===== config.mk =====
export PLATFORM = sky130hd
export DESIGN_NAME = axis_slave_fifo
export DESIGN_NICKNAME = d
export VERILOG_FILES = /design/src/rtl/axis_pkg.sv /design/src/rtl/fifo_ram.sv /design/src/rtl/axis_slave_fifo.sv
export SDC_FILE = /design/constraint.sdc
export NUM_CORES = 1
export LEC_CHECK = 0
export CORE_ASPECT_RATIO = 1.1
export CORE_MARGIN = 2
export CORE_UTILIZATION = 57
export DETAILED_ROUTE_END_ITERATION = 8
export HOLD_SLACK_MARGIN = 0.05
export PLACE_DENSITY = 0.9
export SYNTH_ARGS = -nofsm -noshare
export SYNTH_HDL_FRONTEND = slang
export SYNTH_HIERARCHICAL = 1
export SYNTH_SLANG_ARGS = --single-unit
export TNS_END_PERCENT = 1

===== constraint.sdc =====
create_clock -name clk -period 6.8 [get_ports clk]
set_input_delay 2.04 -clock clk [delete_from_list [all_inputs] [get_ports clk]]
set_output_delay 2.04 -clock clk [all_outputs]
set_load 0.02 [all_outputs]

===== src/rtl/axis_pkg.sv =====
`default_nettype none
// ============================================================================
//  Module      : axis_pkg
//  Description : Shared definitions for the buffered valid/ready slave:
//                pointer layout, address-width helper and pointer increment.
//  Revision    : 1.0 - initial release
// ============================================================================
package axis_pkg;

    localparam int DATA_W_DEFAULT = 32;

    // Widest address field needed (DEPTH up to 256).
    localparam int c_PTR_ADDR_MAX = 8;

    // FIFO pointer: address plus a wrap bit that toggles on every pass.
    typedef struct packed {
        logic                      wrap;
        logic [c_PTR_ADDR_MAX-1:0] addr;
    } ptr_t;

    // Ceiling log2 for address sizing; valid for 1..2^31.
    function automatic int clog2_f(input int n);
        int r;
        r = 0;
        for (int i = 0; i < 31; i++) begin
            if ((1 << i) < n) r = i + 1;
        end
        return r;
    endfunction

    // Advance a pointer, wrapping depth-1 -> 0 and toggling the wrap bit.
    function automatic ptr_t ptr_inc(input ptr_t p, input int depth);
        ptr_t n;
        n = p;
        if (int'(p.addr) == depth - 1) begin
            n.addr = '0;
            n.wrap = ~p.wrap;
        end else begin
            n.addr = p.addr + 1'b1;
        end
        return n;
    endfunction

endpackage
`default_nettype wire


===== src/rtl/fifo_ram.sv =====
`default_nettype none
// ============================================================================
//  Module      : fifo_ram
//  Description : DATA_W x DEPTH storage, one synchronous write port and one
//                asynchronous read port. Contents are never cleared.
//  Revision    : 1.0 - initial release
// ============================================================================
module fifo_ram #(
    parameter int DATA_W = 32,
    parameter int DEPTH  = 4,
    parameter int ADDR_W = 2
) (
    input  logic              clk,
    input  logic              i_we,
    input  logic [ADDR_W-1:0] i_waddr,
    input  logic [DATA_W-1:0] i_wdata,
    input  logic [ADDR_W-1:0] i_raddr,
    output logic [DATA_W-1:0] o_rdata
);

    logic [DATA_W-1:0] r_mem [DEPTH];

    // Write port: store the word on a push edge.
    always_ff @(posedge clk) begin
        if (i_we) r_mem[i_waddr] <= i_wdata;
    end

    assign o_rdata = r_mem[i_raddr];

endmodule
`default_nettype wire


===== src/rtl/axis_slave_fifo.sv =====
`default_nettype none
// ============================================================================
//  Module      : axis_slave_fifo
//  Description : valid/ready slave feeding a DEPTH-entry first-word
//                fall-through FIFO re-issued on a valid/ready master port.
//                Reports occupancy, almost-full and a sticky upstream
//                protocol-violation flag.
//  Revision    : 1.0 - initial release
// ============================================================================
module axis_slave_fifo
    import axis_pkg::*;
#(
    parameter int DATA_W    = DATA_W_DEFAULT,
    parameter int DEPTH     = 4,
    parameter int AFULL_LVL = 3
) (
    input  logic                  clk,
    input  logic                  rst,
    input  logic [DATA_W-1:0]     s_data,
    input  logic                  s_valid,
    output logic                  s_ready,
    output logic [DATA_W-1:0]     m_data,
    output logic                  m_valid,
    input  logic                  m_ready,
    output logic [clog2_f(DEPTH):0] count,
    output logic                  almost_full,
    output logic                  proto_err
);

    localparam int                c_ADDR_W = clog2_f(DEPTH);
    localparam logic [c_ADDR_W:0] c_AFULL  = AFULL_LVL[c_ADDR_W:0];

    ptr_t              r_wr_ptr;
    ptr_t              r_rd_ptr;
    logic [c_ADDR_W:0] r_count;
    logic              r_valid_q;
    logic              r_ready_q;
    logic [DATA_W-1:0] r_data_q;
    logic              r_proto_err;

    logic              w_full;
    logic              w_empty;
    logic              w_push;
    logic              w_pop;
    logic [DATA_W-1:0] w_rdata;

    // Flags depend only on registered pointers, so s_ready has no path from m_ready.
    assign w_full  = (r_wr_ptr.addr == r_rd_ptr.addr) && (r_wr_ptr.wrap != r_rd_ptr.wrap);
    assign w_empty = (r_wr_ptr == r_rd_ptr);
    assign w_push  = s_valid & ~w_full;
    assign w_pop   = m_ready & ~w_empty;

    fifo_ram #(
        .DATA_W (DATA_W),
        .DEPTH  (DEPTH),
        .ADDR_W (c_ADDR_W)
    ) u_ram (
        .clk     (clk),
        .i_we    (w_push & ~rst),
        .i_waddr (r_wr_ptr.addr[c_ADDR_W-1:0]),
        .i_wdata (s_data),
        .i_raddr (r_rd_ptr.addr[c_ADDR_W-1:0]),
        .o_rdata (w_rdata)
    );

    // Pointer and occupancy update; reset overrides any push/pop.
    always_ff @(posedge clk) begin
        if (rst) begin
            r_wr_ptr <= '0;
            r_rd_ptr <= '0;
            r_count  <= '0;
        end else begin
            if (w_push) r_wr_ptr <= ptr_inc(r_wr_ptr, DEPTH);
            if (w_pop)  r_rd_ptr <= ptr_inc(r_rd_ptr, DEPTH);
            case ({w_push, w_pop})
                2'b10:   r_count <= r_count + 1'b1;
                2'b01:   r_count <= r_count - 1'b1;
                default: r_count <= r_count;
            endcase
        end
    end

    // Sticky flag: a stalled word (valid & ~ready) must be held unchanged next edge.
    always_ff @(posedge clk) begin
        if (rst) begin
            r_valid_q   <= 1'b0;
            r_ready_q   <= 1'b0;
            r_data_q    <= '0;
            r_proto_err <= 1'b0;
        end else begin
            r_valid_q <= s_valid;
            r_ready_q <= s_ready;
            r_data_q  <= s_data;
            if (r_valid_q && !r_ready_q && (!s_valid || (s_data != r_data_q)))
                r_proto_err <= 1'b1;
        end
    end

    assign s_ready     = ~w_full;
    assign m_valid     = ~w_empty;
    assign m_data      = m_valid ? w_rdata : '0;
    assign count       = r_count;
    assign almost_full = (r_count >= c_AFULL);
    assign proto_err   = r_proto_err;

endmodule
`default_nettype wire


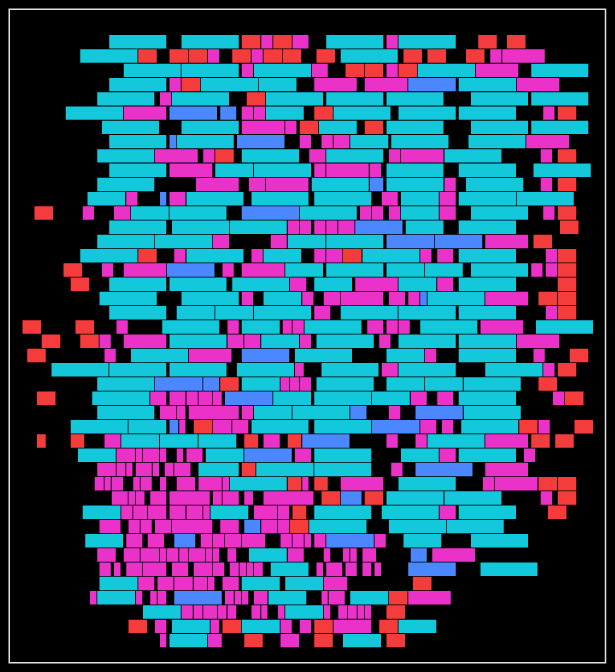
Figure 1: run 1, cell classes on the final placement.
class	colour	cells
combinational and other logic	magenta	274
sequential cells	cyan	184
clock drivers and dummy loads	blue	31
remaining buffers and delay cells	red	81

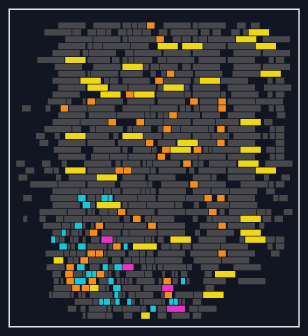
Figure 2: run 1, gate-type map.
family	colour	cells	most used
aoi and oai cells	cyan	27	a21oi_1
mux cells	yellow	35	mux4_2
fa/ha/maj cells	magenta	4	ha_1
xor and xnor cells	orange	47	xor2_1

==> PnR_summary.wiki, run 1 <==
== Metrics ==
{| class="wikitable"
! Metric !! Value
|-
| Final setup viols || 0
|-
| Root cell of the clock tree || sky130_fd_sc_hd__clkbuf_16
|-
| Startpoint of the worst register-to-register path || r_rd_ptr[1]$_SDFFE_PP0P_
|-
| Area taken by multi-input logic gates || 2342 um2
|-
| #FFs+latches synth || 184
|-
| DIE AREA || 14110 um2
|-
| Skew final || 11.32 ps
|-
| Finished layout cell area || 8921 um2
|-
| DRT Pass-1 Iters || 5
|-
| Hold violation count in the final report || 0
|-
| Post-synthesis to final-layout area growth || 18.77%
|-
| Req. time, crit path || 4760 ps
|-
| Tool Warnings || 26
|-
| Worst hold stages || 2
|-
| GR met2 Demand/Resource || 37.87%
|-
| TritonCTS Buffers || 17
|-
| Critical path type || reg -> out
|-
| Synthesized instance count || 480
|-
| Number of buffers added for setup after CTS || 0
|-
| Number of pins exceeding their max-slew limit in the final report || 0
|-
| Die outline height || 124.4 um
|-
| Post-synth area from yosys stat || 7511 um2
|-
| Share of layout cells above drive strength 1 || 13.16%
|-
| Final sum of negative setup slack || 0 ps
|-
| Diode count || 0
|-
| Number of cells upsized or downsized after cts || 0
|-
| TritonCTS clock tree || yes
|-
| Hold endpoint || proto_err$_SDFFE_PP0P_
|-
| Cell total in the yosys stat output || 480
|-
| Highest fanout seen on the critical path || 45
|-
| Global router's overall resource usage || 22.70%
|-
| HPWL reported at the end of detailed placement || 8783 um
|-
| Count of buffers inserted at the top-level ports || 74
|-
| Fraction of met3 tracks used by global routing || 6.034%
|-
| Routed vias || 4376
|-
| R2r endpoint || count[2]$_SDFFE_PP0P_
|-
| Final antenna-violating net count || 0
|-
| Clk ins delay skew pair || 420 ps
|-
| Total cell area at the placement stage || 8346 um2
|-
| Cell-internal power || 2037 uW
|-
| Global-route wire length before repair || 24270 um
|-
| Standby leakage power || 0.003123 uW
|-
| Registers with the highest flip-flop counts || u_ram/r_mem x128, r_data_q x32
|-
| Max Cap Viol || 0
|-
| Number of standard cells in the layout, taps in and fillers out || 727
|-
| Most common library cell in the layout ignoring fill and taps || sky130_fd_sc_hd__edfxtp_1
|-
| Switching power as a share of total power || 25.72%
|-
| Clock Power Share || 34.8%
|-
| Reg2reg setup slack || 3120 ps
|-
| Distinct cell type count of the synthesized netlist || 51
|-
| Worst ir drop on vdd || 0.0001869 V
|-
| Clock sink count || 184
|-
| Sequential share of power || 45.9%
|-
| Min-delay worst type || reg -> reg
|-
| Dominant register cell in the synthesized netlist || sky130_fd_sc_hd__edfxtp_1
|-
| Power per unit of standard cell area || 307.4 nW/um2
|-
| Number of antenna violations at the first check in global routing || 0
|-
| Core Region || 12750 um2
|-
| Start point of the worst hold path || r_valid_q$_SDFF_PP0_
|-
| Number of nets in the layout || 598
|-
| Worst Setup End Kind || primary output
|-
| Placed Cells incl. Taps || 696
|-
| Routability cong. || 0.8010
|-
| Largest cells by area || sky130_fd_sc_hd__edfxtp_1, sky130_fd_sc_hd__dfxtp_1, sky130_fd_sc_hd__mux4_2, sky130_fd_sc_hd__xor2_1, sky130_fd_sc_hd__nor2b_1
|-
| Count leader, synth || sky130_fd_sc_hd__edfxtp_1
|-
| Clock Tree Buf Depth || 2
|-
| Unrepaired setup endpoints after global routing || false
|-
| CTS HTree Levels || 4
|-
| Post-layout min period || 5743 ps
|-
| Die Wd || 113.5 um
|-
| Maximum number of pins on one net before global-route repair || 66
|-
| Maximum achievable frequency || 174.1 MHz
|-
| Final routed DRC violation total || 0
|-
| Period utilization || 84.46%
|-
| Worst slew pin tran || 849.9 ps
|-
| CTS clock-pin slew for the worst setup and hold paths || 60 ps
|-
| Number of buffers inserted by hold repair at cts || 0
|-
| Total length of routed wires || 15140 um
|-
| Data arrival at the endpoint of the critical path || 3700 ps
|-
| Top area contributor share || 51.17%
|-
| Highest-utilization routing layer at the global route stage || met2
|-
| Met1 track demand over resource in global routing || 27.91%
|-
| Worst slew margin relative to its limit || 43.27%
|-
| Detailed-route wire length per cell || 20.83 um
|-
| Leading area contributor after synthesis || sky130_fd_sc_hd__edfxtp_1
|-
| Logic pwr share || 19.3%
|-
| Kind of start point of the critical path || flip-flop
|-
| Register share after synthesis || 66.10%
|-
| Starting utilization of the core area || 58.90%
|-
| FF-to-FF path depth || 12
|-
| YS warnings || 6
|-
| Leading cell types by count after synthesis || sky130_fd_sc_hd__edfxtp_1, sky130_fd_sc_hd__dfxtp_1, sky130_fd_sc_hd__xor2_1, sky130_fd_sc_hd__nor2b_1, sky130_fd_sc_hd__and2_1
|-
| First-iteration detailed-routing DRC count || 371
|-
| Via density || 6.019
|-
| Post-synthesis area per instance || 15.65 um2
|-
| Global route total overflow || 0
|-
| Run status || completed
|-
| Largest register FFs || 128
|-
| CP Capture Point || m_data[12]
|-
| Post-synth tally of flip-flops with integrated enable || 128
|-
| Via count of the first global-routing pass || 4624
|-
| Top Layout Cells || sky130_fd_sc_hd__edfxtp_1, sky130_fd_sc_hd__clkdlybuf4s50_1, sky130_fd_sc_hd__dfxtp_1, sky130_fd_sc_hd__xor2_1, sky130_fd_sc_hd__nor2b_1
|-
| Reg with most FFs || u_ram/r_mem
|-
| Number of top-level pins || 75
|-
| Cell Area, Synth || 7511 um2
|-
| Net count entering floorplan || 520
|-
| Std-Cell Rows || 43
|-
| Fillers || 774
|-
| Switching power || 705.2 uW
|-
| Source of the critical timing path || r_rd_ptr[1]$_SDFFE_PP0P_
|-
| Post-synthesis async set-or-reset flop share || 0%
|}
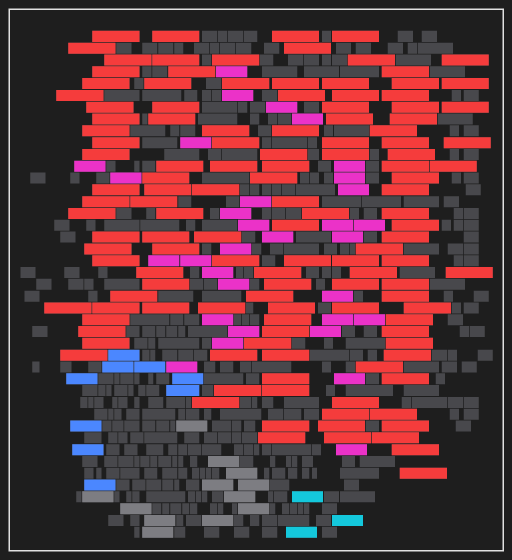
Figure 3: run 1, register map, names as in the netlist.
Other sequential cells in the stronger grey, the rest of the logic in the fainter grey.
netlist name	colour	flops
count	cyan	3
u_ram/r_mem	red	128
r_rd_ptr	blue	9
r_data_q	magenta	32
not coloured	12
post-layout util: 69.96%
storage element area: 4966 um2
Seq power: 1260 uW

-- run 1: cells by family after synthesis --
logic type	Yosys count	share of synthesized area, %
xor gates and xnor gates	47	5.481
AOI/OAI and AO/OA	37	3.665
adders and majority gates	4	0.7663
and+or+nand+nor	137	11.09
buffers and inverters	36	2.782
DFF	184	66.10
muxes	35	10.11
-- run 1: power by group through the flow --
stage               sequential, uW  clock [uW]  combinational (uW)
finish                        1260         954                 528
global route                  1260        1010                 568
CTS                           1260         966                 536
detailed placement            1280           0                 528
global placement              1280           0                 515
floorplan                     1290           0                 327
-- run 1: cell type report --
cell class              count  area share (%)
flip-flops and latches    184           55.67
multi-input cells         260           26.26
inverters                  14          0.5891
clock buffers              19           4.853
clock inverters            12           1.599
repair buffers             81           8.836
well taps                 157           2.202
-- run 1: worst max-delay path: stages, from the launching register on --
cell                              delay [ps]
sky130_fd_sc_hd__dfxtp_1                 310
sky130_fd_sc_hd__buf_4                   450
sky130_fd_sc_hd__xor2_1                  190
sky130_fd_sc_hd__nor4_4                  560
sky130_fd_sc_hd__nand3_2                 750
sky130_fd_sc_hd__and2_1                  460
sky130_fd_sc_hd__clkdlybuf4s50_1         550
-- run 1: through the flow --
| stage | worst slack (ps) | hold WS (ps) | total power [uW] |
|---|---|---|---|
| global route | 781.7 | 514.4 | 2843 |
| CTS | 1032 | 482.3 | 2760 |
| global placement | 1625 | 458.6 | 1793 |
| detailed placement | 1516 | 471.9 | 1810 |
| floorplan | 1454 | 435.2 | 1614 |
| finish | 1057 | 478.3 | 2742 |
-- run 1: per-layer routing --
layer | share of wire (%) | vias to the layer above | routed length (um)
met5 | 0 | - | 0
met4 | 2.8 | 0 | 425
met3 | 5.7 | 43 | 857
met2 | 52 | 174 | 7799
met1 | 40 | 2203 | 6059
li1 | - | 1956 | -
Figure 4. Clock wiring as the flow saved it (run 1).
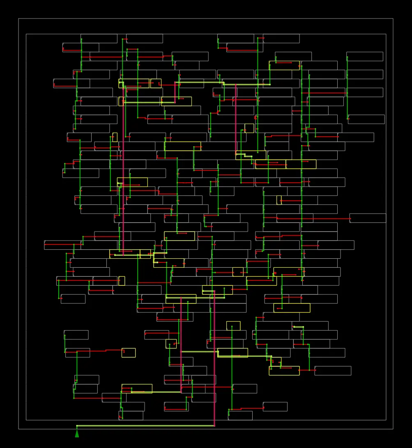

==> run 1 -> run 2 <==
- CORE_UTILIZATION: 57 -> 51
- PLACE_DENSITY: 0.9 -> 0.85
- clock period: 6.8 -> 5.15 ns (I/O delays scaled with it)
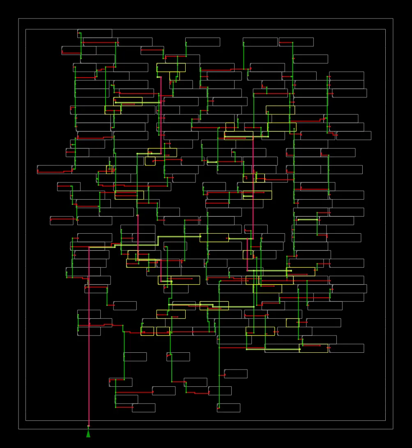
Figure 5: run 2, clock wiring as the flow saved it.
clk ins delay skew pair: 420 ps
clk_buf instances: 18
Clk power: 1280 uW
TritonCTS Buffers: 17
skew final: 8.550 ps

==> run 2 against run 1 <==
- register-to-register slack got worse by 1300 ps
- flip-flop count is the same
- die area is 11% higher
- clock-buffer cell count shrank 1
- combinational power increased by 33%
- non-clock buffer count rose by 2
- setup slack got worse by 590 ps
- critical endpoint is now m_data[22]
- cell count increased by 5.2%
- first-iteration DRC count grew 4.3%
- utilization shrank 7.4 points
- synthesized cell count did not move
- clock power increased by 34%
==> PnR_summary.wiki, run 2 <==
== Metrics ==
{| class="wikitable"
! Metric !! Value
|-
| Number of pins exceeding their max-slew limit in the final report || 0
|-
| Via count of the first global-routing pass || 4424
|-
| Global router's overall resource usage || 19.62%
|-
| Sequential share of cell area || 55.20%
|-
| Critical-path cell list || xor2_1 > nor4_4 > nand3_2 > buf_4 > and2_1 > clkdlybuf4s50_1
|-
| Starting utilization of the core area || 52.20%
|-
| Final antenna-violating net count || 0
|-
| Dominant combinational family || simple AND/OR/NAND/NOR gates
|-
| Buffering stage count on the worst path with inverters included || 2
|-
| Total Power Consumption || 3648 uW
|-
| Reg with most FFs || u_ram/r_mem
|-
| First-iteration detailed-routing DRC count || 387
|-
| Period utilization || 90.99%
|-
| TritonCTS clock tree || yes
|-
| Dominant register cell in the synthesized netlist || sky130_fd_sc_hd__edfxtp_1
|-
| Share of layout cells above drive strength 1 || 14.14%
|-
| #FFs+latches synth || 184
|-
| Number of multi-input combinational cells in the layout || 260
|-
| Number of buffers added for setup after CTS || 0
|-
| Hold violation count in the final report || 0
|-
| DP Worst Slack || 959.7 ps
|-
| DRT Pass-1 Iters || 4
|-
| Data arrival at the endpoint of the critical path || 3140 ps
|-
| HPWL reported at the end of detailed placement || 9117 um
|-
| Clock sink count || 184
|-
| Top area contributor share || 51.17%
|-
| Post-synthesis async set-or-reset flop share || 0%
|-
| Via density || 5.550
|-
| Maximum number of pins on one net before global-route repair || 66
|-
| Power per unit of standard cell area || 405.5 nW/um2
|-
| Finished layout cell area || 8996 um2
|-
| Cell total in the yosys stat output || 480
|-
| Worst path slowest cell || sky130_fd_sc_hd__nor4_4
|-
| Root cell of the clock tree || sky130_fd_sc_hd__clkbuf_16
|-
| Number of top-level pins || 75
|-
| Routability cong. || 0.7787
|-
| Cell Area, Synth || 7511 um2
|-
| Fraction of the mapped netlist area in adder cells || 0.7663%
|-
| Worst Setup End Kind || primary output
|-
| YS warnings || 6
|-
| Post-synth area from yosys stat || 7511 um2
|-
| Run status || completed
|-
| Unrepaired setup endpoints after global routing || false
|-
| Non-clk invs || 14
|-
| Count of buffers inserted at the top-level ports || 74
|-
| Family of cells with the greatest summed delay on the critical path || simple AND/OR/NAND/NOR gates
|-
| Final sum of negative setup slack || 0 ps
|-
| Mux frac, synth || 10.11%
|-
| Core Region || 14390 um2
|-
| Min-delay worst type || reg -> reg
|-
| Final routed DRC violation total || 0
|-
| Layout buffer count excluding clock buffers || 83
|-
| Clock Tree Buf Depth || 2
|-
| Post-synthesis to final-layout area growth || 19.77%
|-
| Most common library cell in the layout ignoring fill and taps || sky130_fd_sc_hd__edfxtp_1
|-
| Clk cell area share || 6.579%
|-
| Post-synthesis area per instance || 15.65 um2
|-
| Routed vias || 4246
|-
| Register share after synthesis || 66.10%
|-
| Net count entering floorplan || 520
|-
| Max Cap Viol || 0
|-
| Sequential share of power || 45.5%
|-
| Area taken by multi-input logic gates || 2342 um2
|-
| Worst slew margin relative to its limit || 52.73%
|-
| Tool Warnings || 26
|-
| Largest register FFs || 128
|-
| Switching power || 974.5 uW
|-
| Largest cells by area || sky130_fd_sc_hd__edfxtp_1, sky130_fd_sc_hd__dfxtp_1, sky130_fd_sc_hd__mux4_2, sky130_fd_sc_hd__xor2_1, sky130_fd_sc_hd__nor2b_1
|-
| Worst slew pin tran || 709.1 ps
|-
| Detailed-route wire length per cell || 19.13 um
|-
| Diode count || 0
|-
| Xor/xnor share of the synthesized area || 5.481%
|-
| Total cell area at the placement stage || 8404 um2
|-
| Worst ir drop on vdd || 0.0002297 V
|-
| Post-synth tally of flip-flops with integrated enable || 128
|-
| Req. time, crit path || 3610 ps
|-
| Number of cells upsized or downsized after cts || 0
|-
| DIE AREA || 15720 um2
|-
| Distinct cell type count of the synthesized netlist || 51
|-
| Data buffer area share || 8.929%
|-
| AND-OR/OR-AND share of the synthesized area || 3.665%
|-
| Kind of start point of the critical path || flip-flop
|-
| Fillers || 1022
|-
| Cell-internal power || 2674 uW
|-
| Final setup viols || 0
|-
| Top Layout Cells || sky130_fd_sc_hd__edfxtp_1, sky130_fd_sc_hd__clkdlybuf4s50_1, sky130_fd_sc_hd__dfxtp_1, sky130_fd_sc_hd__xor2_1, sky130_fd_sc_hd__nor2b_1
|-
| CTS clock-pin slew for the worst setup and hold paths || 70 ps
|-
| Critical path type || reg -> out
|-
| Number of nets in the layout || 600
|-
| Leading cell types by count after synthesis || sky130_fd_sc_hd__edfxtp_1, sky130_fd_sc_hd__dfxtp_1, sky130_fd_sc_hd__xor2_1, sky130_fd_sc_hd__nor2b_1, sky130_fd_sc_hd__and2_1
|-
| Leading area contributor after synthesis || sky130_fd_sc_hd__edfxtp_1
|-
| Maximum achievable frequency || 213.4 MHz
|-
| # Taps || 192
|-
| Registers with the highest flip-flop counts || u_ram/r_mem x128, r_data_q x32
|-
| Share of the final layout cell area in multi-input gates || 26.04%
|-
| Flip-flops || 184
|-
| Die outline height || 131.3 um
|-
| Total length of routed wires || 14640 um
|-
| Simple-gate share of the synthesized area || 11.09%
|-
| Standby leakage power || 0.003142 uW
|-
| Number of antenna violations at the first check in global routing || 0
|-
| Global route total overflow || 0
|-
| Storage element area || 4966 um2
|-
| Synthesized instance count || 480
|-
| Number of buffers inserted by hold repair at cts || 0
|-
| Cell class ranked first by area || registers
|-
| Global-route wire length before repair || 23680 um
|-
| Stage delay of the slowest cell on the critical path || 540 ps
|-
| Count leader, synth || sky130_fd_sc_hd__edfxtp_1
|-
| Highest fanout seen on the critical path || 29
|}
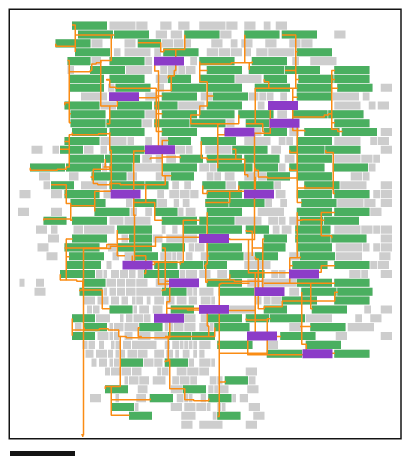
Figure 6: run 2, clock wires, drivers and flops.
The bar under the picture is 20 um long.
[clock wires] orange | length: 1790 um
[flip-flops] green | count: 184
[clock drivers] purple | count: 17
flops lie	all over the die
routed clock nets	18
Clock Power Share: 35.2%

-- run 2: cell counts after synthesis --
Identical to the previous run, type by type.
-- run 2: final timing paths --
check | startpoint | end | slack, ps | cells after the start
worst max-delay path | r_wr_ptr[1]$_SDFFE_PP0P_ | m_data[22] | 460 | 6
worst min-delay path | r_valid_q$_SDFF_PP0_ | proto_err$_SDFFE_PP0P_ | 450 | 2
worst max register to register | r_wr_ptr[1]$_SDFFE_PP0P_ | count[2]$_SDFFE_PP0P_ | 1860 | 10
worst min register to register | r_valid_q$_SDFF_PP0_ | proto_err$_SDFFE_PP0P_ | 450 | 2
-- run 2: cell families (layout without fill, tap and decap cells) --
kind of cell    count (synthesis)  count (layout)
simple gates                  137             137
buf+inv                        36             129
mux                            35              35
fa+ha+maj                       4               4
xor+xnor                       47              47
compound gates                 37              37
flops                         184             184
-- run 2: routing by layer --
| metal | vias to the layer above | routed length [um] | global-route usage (%) |
|---|---|---|---|
| li1 | 1950 | - | - |
| met1 | 2117 | 6255 | 25.31 |
| met2 | 147 | 7296 | 32.48 |
| met3 | 32 | 691 | 3.559 |
| met4 | 0 | 391 | 8.758 |
| met5 | - | 0 | 0 |
-- run 2: power by group through the flow --
stage / logic [uW] / clock network (uW) / registers, uW
final: 703 / 1280 / 1660
after global routing: 757 / 1360 / 1660
after CTS: 713 / 1310 / 1660
after detailed placement: 707 / 0 / 1690
after global placement: 693 / 0 / 1690
after floorplan: 432 / 0 / 1700
-- run 2: stage by stage --
step                      instances  util, %  hold slack [ps]
after global placement          733    58.41            443.6
after floorplan                 480        -            435.2
after detailed placement        733    58.41            441.7
after global routing            765    62.52            522.2
final                           765    62.52            452.9
after CTS                       765    62.52            451.4
==> run 2 -> run 3 <==
- CAP_MARGIN: not set -> 20
- SLEW_MARGIN: not set -> 20
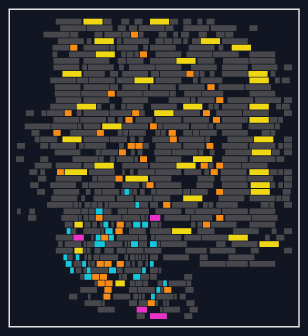
Figure 7: run 3, gate-type map.
family	colour	cells	most used
mux cells	yellow	35	mux4_2
aoi and oai cells	cyan	27	a21oi_1
fa/ha/maj cells	magenta	4	ha_1
xor and xnor cells	orange	47	xor2_1

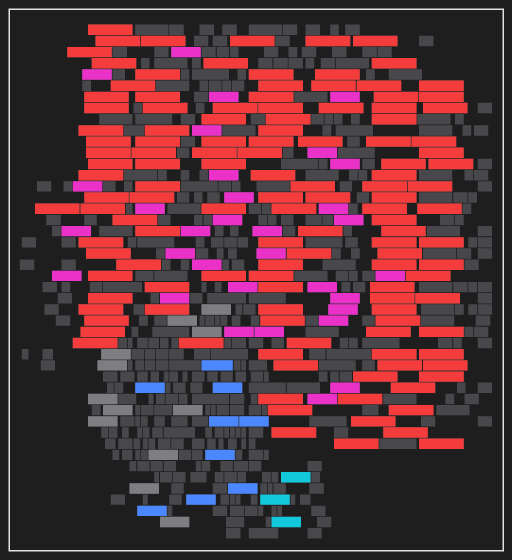
Figure 8: run 3, register map, names as in the netlist.
Other sequential cells in the stronger grey, the rest of the logic in the fainter grey.
netlist name	colour	flops
count	cyan	3
r_data_q	magenta	32
u_ram/r_mem	red	128
r_rd_ptr	blue	9
not coloured	12
sequential share of cell area: 55.20%
Seq power: 1660 uW
post-layout util: 62.52%

==> run 3 against run 2 <==
- setup slack unchanged
- wire length unchanged
- clock power about the same
- largest power group unchanged
- highest routed layer unchanged
==> PnR_summary.wiki, run 3 <==
== Metrics ==
{| class="wikitable"
! Metric !! Value
|-
| Die outline height || 131.3 um
|-
| Global router's overall resource usage || 19.62%
|-
| Post-layout min period || 4686 ps
|-
| Storage element area || 4966 um2
|-
| Cell Area, Synth || 7511 um2
|-
| Reg2reg setup slack || 1860 ps
|-
| CTS clock-pin slew for the worst setup and hold paths || 70 ps
|-
| Number of standard cells in the layout, taps in and fillers out || 765
|-
| R2r endpoint || count[2]$_SDFFE_PP0P_
|-
| Number of buffers added for setup after CTS || 0
|-
| Routed vias || 4246
|-
| Min-delay worst type || reg -> reg
|-
| Top Layout Cells || sky130_fd_sc_hd__edfxtp_1, sky130_fd_sc_hd__clkdlybuf4s50_1, sky130_fd_sc_hd__dfxtp_1, sky130_fd_sc_hd__xor2_1, sky130_fd_sc_hd__nor2b_1
|-
| Global route total overflow || 0
|-
| Skew final || 8.550 ps
|-
| Final setup viols || 0
|-
| Clk ins delay skew pair || 420 ps
|-
| HPWL reported at the end of detailed placement || 9117 um
|-
| Hold endpoint || proto_err$_SDFFE_PP0P_
|-
| Worst ir drop on vdd || 0.0002297 V
|-
| Share of layout cells above drive strength 1 || 14.14%
|-
| Worst Setup End Kind || primary output
|-
| Req. time, crit path || 3610 ps
|-
| Clock Power Share || 35.2%
|-
| Final sum of negative setup slack || 0 ps
|-
| Logic pwr share || 19.3%
|-
| Via density || 5.550
|-
| CTS HTree Levels || 4
|-
| Number of top-level pins || 75
|-
| Number of pins exceeding their max-slew limit in the final report || 0
|-
| Distinct cell type count of the synthesized netlist || 51
|-
| Family of cells with the greatest summed delay on the critical path || simple AND/OR/NAND/NOR gates
|-
| Largest Pwr Group || registers
|-
| Number of antenna violations at the first check in global routing || 0
|-
| Root cell of the clock tree || sky130_fd_sc_hd__clkbuf_16
|-
| Data arrival at the endpoint of the critical path || 3140 ps
|-
| Clock sink count || 184
|-
| Std-Cell Rows || 46
|-
| Run status || completed
|-
| DP Worst Slack || 959.7 ps
|-
| Critical-path cell list || xor2_1 > nor4_4 > nand3_2 > buf_4 > and2_1 > clkdlybuf4s50_1
|-
| Buffering stage count on the worst path with inverters included || 2
|-
| Largest cells by area || sky130_fd_sc_hd__edfxtp_1, sky130_fd_sc_hd__dfxtp_1, sky130_fd_sc_hd__mux4_2, sky130_fd_sc_hd__xor2_1, sky130_fd_sc_hd__nor2b_1
|-
| Total length of routed wires || 14640 um
|-
| Clock Tree Buf Depth || 2
|-
| Count leader, synth || sky130_fd_sc_hd__edfxtp_1
|-
| Registers with the highest flip-flop counts || u_ram/r_mem x128, r_data_q x32
|-
| First-iteration detailed-routing DRC count || 387
|-
| Die Wd || 119.7 um
|-
| Highest fanout seen on the critical path || 29
|-
| Area taken by multi-input logic gates || 2342 um2
|-
| Total Power Consumption || 3648 uW
|-
| Net count entering floorplan || 520
|-
| DRT Pass-1 Iters || 4
|-
| Dominant register cell in the synthesized netlist || sky130_fd_sc_hd__edfxtp_1
|-
| Hold violation count in the final report || 0
|-
| Switching power as a share of total power || 26.71%
|-
| Synthesized instance count || 480
|-
| Routability cong. || 0.7787
|-
| Global-route wire length before repair || 23680 um
|-
| Clk power || 1280 uW
|-
| Post-synthesis area per instance || 15.65 um2
|-
| Placed Cells incl. Taps || 733
|-
| Starting utilization of the core area || 52.20%
|-
| Number of nets in the layout || 600
|-
| Worst path slowest cell || sky130_fd_sc_hd__nor4_4
|-
| Maximum number of pins on one net before global-route repair || 66
|-
| Detailed-route wire length per cell || 19.13 um
|}
run 3: cell counts after synthesis:
No cell type changed its count.
run 3: final cells by class:
class,instances,share of cell area (%)
Sequential cell,184,55.20
Clock buffer,18,4.882
Tap cell,192,2.670
Inverter,14,0.5841
Timing Repair Buffer,83,8.929
Clock inverter,14,1.697
Multi-Input combinational cell,260,26.04
run 3: worst max-delay path by stage:
stage / endpoint / start / cells past startpoint / slack (ps)
finish: m_data[22] / r_wr_ptr[1]$_SDFFE_PP0P_ / 6 / 460
global route: m_data[29] / r_wr_ptr[1]$_SDFFE_PP0P_ / 6 / 310
CTS: m_data[28] / r_wr_ptr[1]$_SDFFE_PP0P_ / 6 / 470
detailed placement: m_data[28] / r_wr_ptr[1]$_SDFFE_PP0P_ / 6 / 960
global placement: m_data[0] / r_wr_ptr[1]$_SDFFE_PP0P_ / 6 / 1100
floorplan: u_ram/r_mem[0][0]$_DFFE_PP_ / rst / 4 / 300
run 3: layer usage:
layer,up-vias,track usage [%],wire length (um)
li1,1950,-,-
met1,2117,25.31,6255
met2,147,32.48,7296
met3,32,3.559,691
met4,0,8.758,391
met5,-,0,0
run 3: logic make-up (layout without fill, tap and decap cells):
group,after synthesis,after routing,share of synthesized area (%)
compound gates,37,37,3.665
xor+xnor,47,47,5.481
mux,35,35,10.11
flops,184,184,66.10
buf+inv,36,129,2.782
simple gates,137,137,11.09
fa+ha+maj,4,4,0.7663
run 3: per-stage QoR:
step | utilization [%] | hold WS (ps) | area [um2]
3_3_place_gp | 58.41 | 443.6 | 8404
4_1_cts | 62.52 | 451.4 | 8996
6_report | 62.52 | 452.9 | 8996
5_1_grt | 62.52 | 522.2 | 8996
3_5_place_dp | 58.41 | 441.7 | 8404
2_1_floorplan | - | 435.2 | 7511
No activity file was given, so power comes from the tool's default toggle rates.
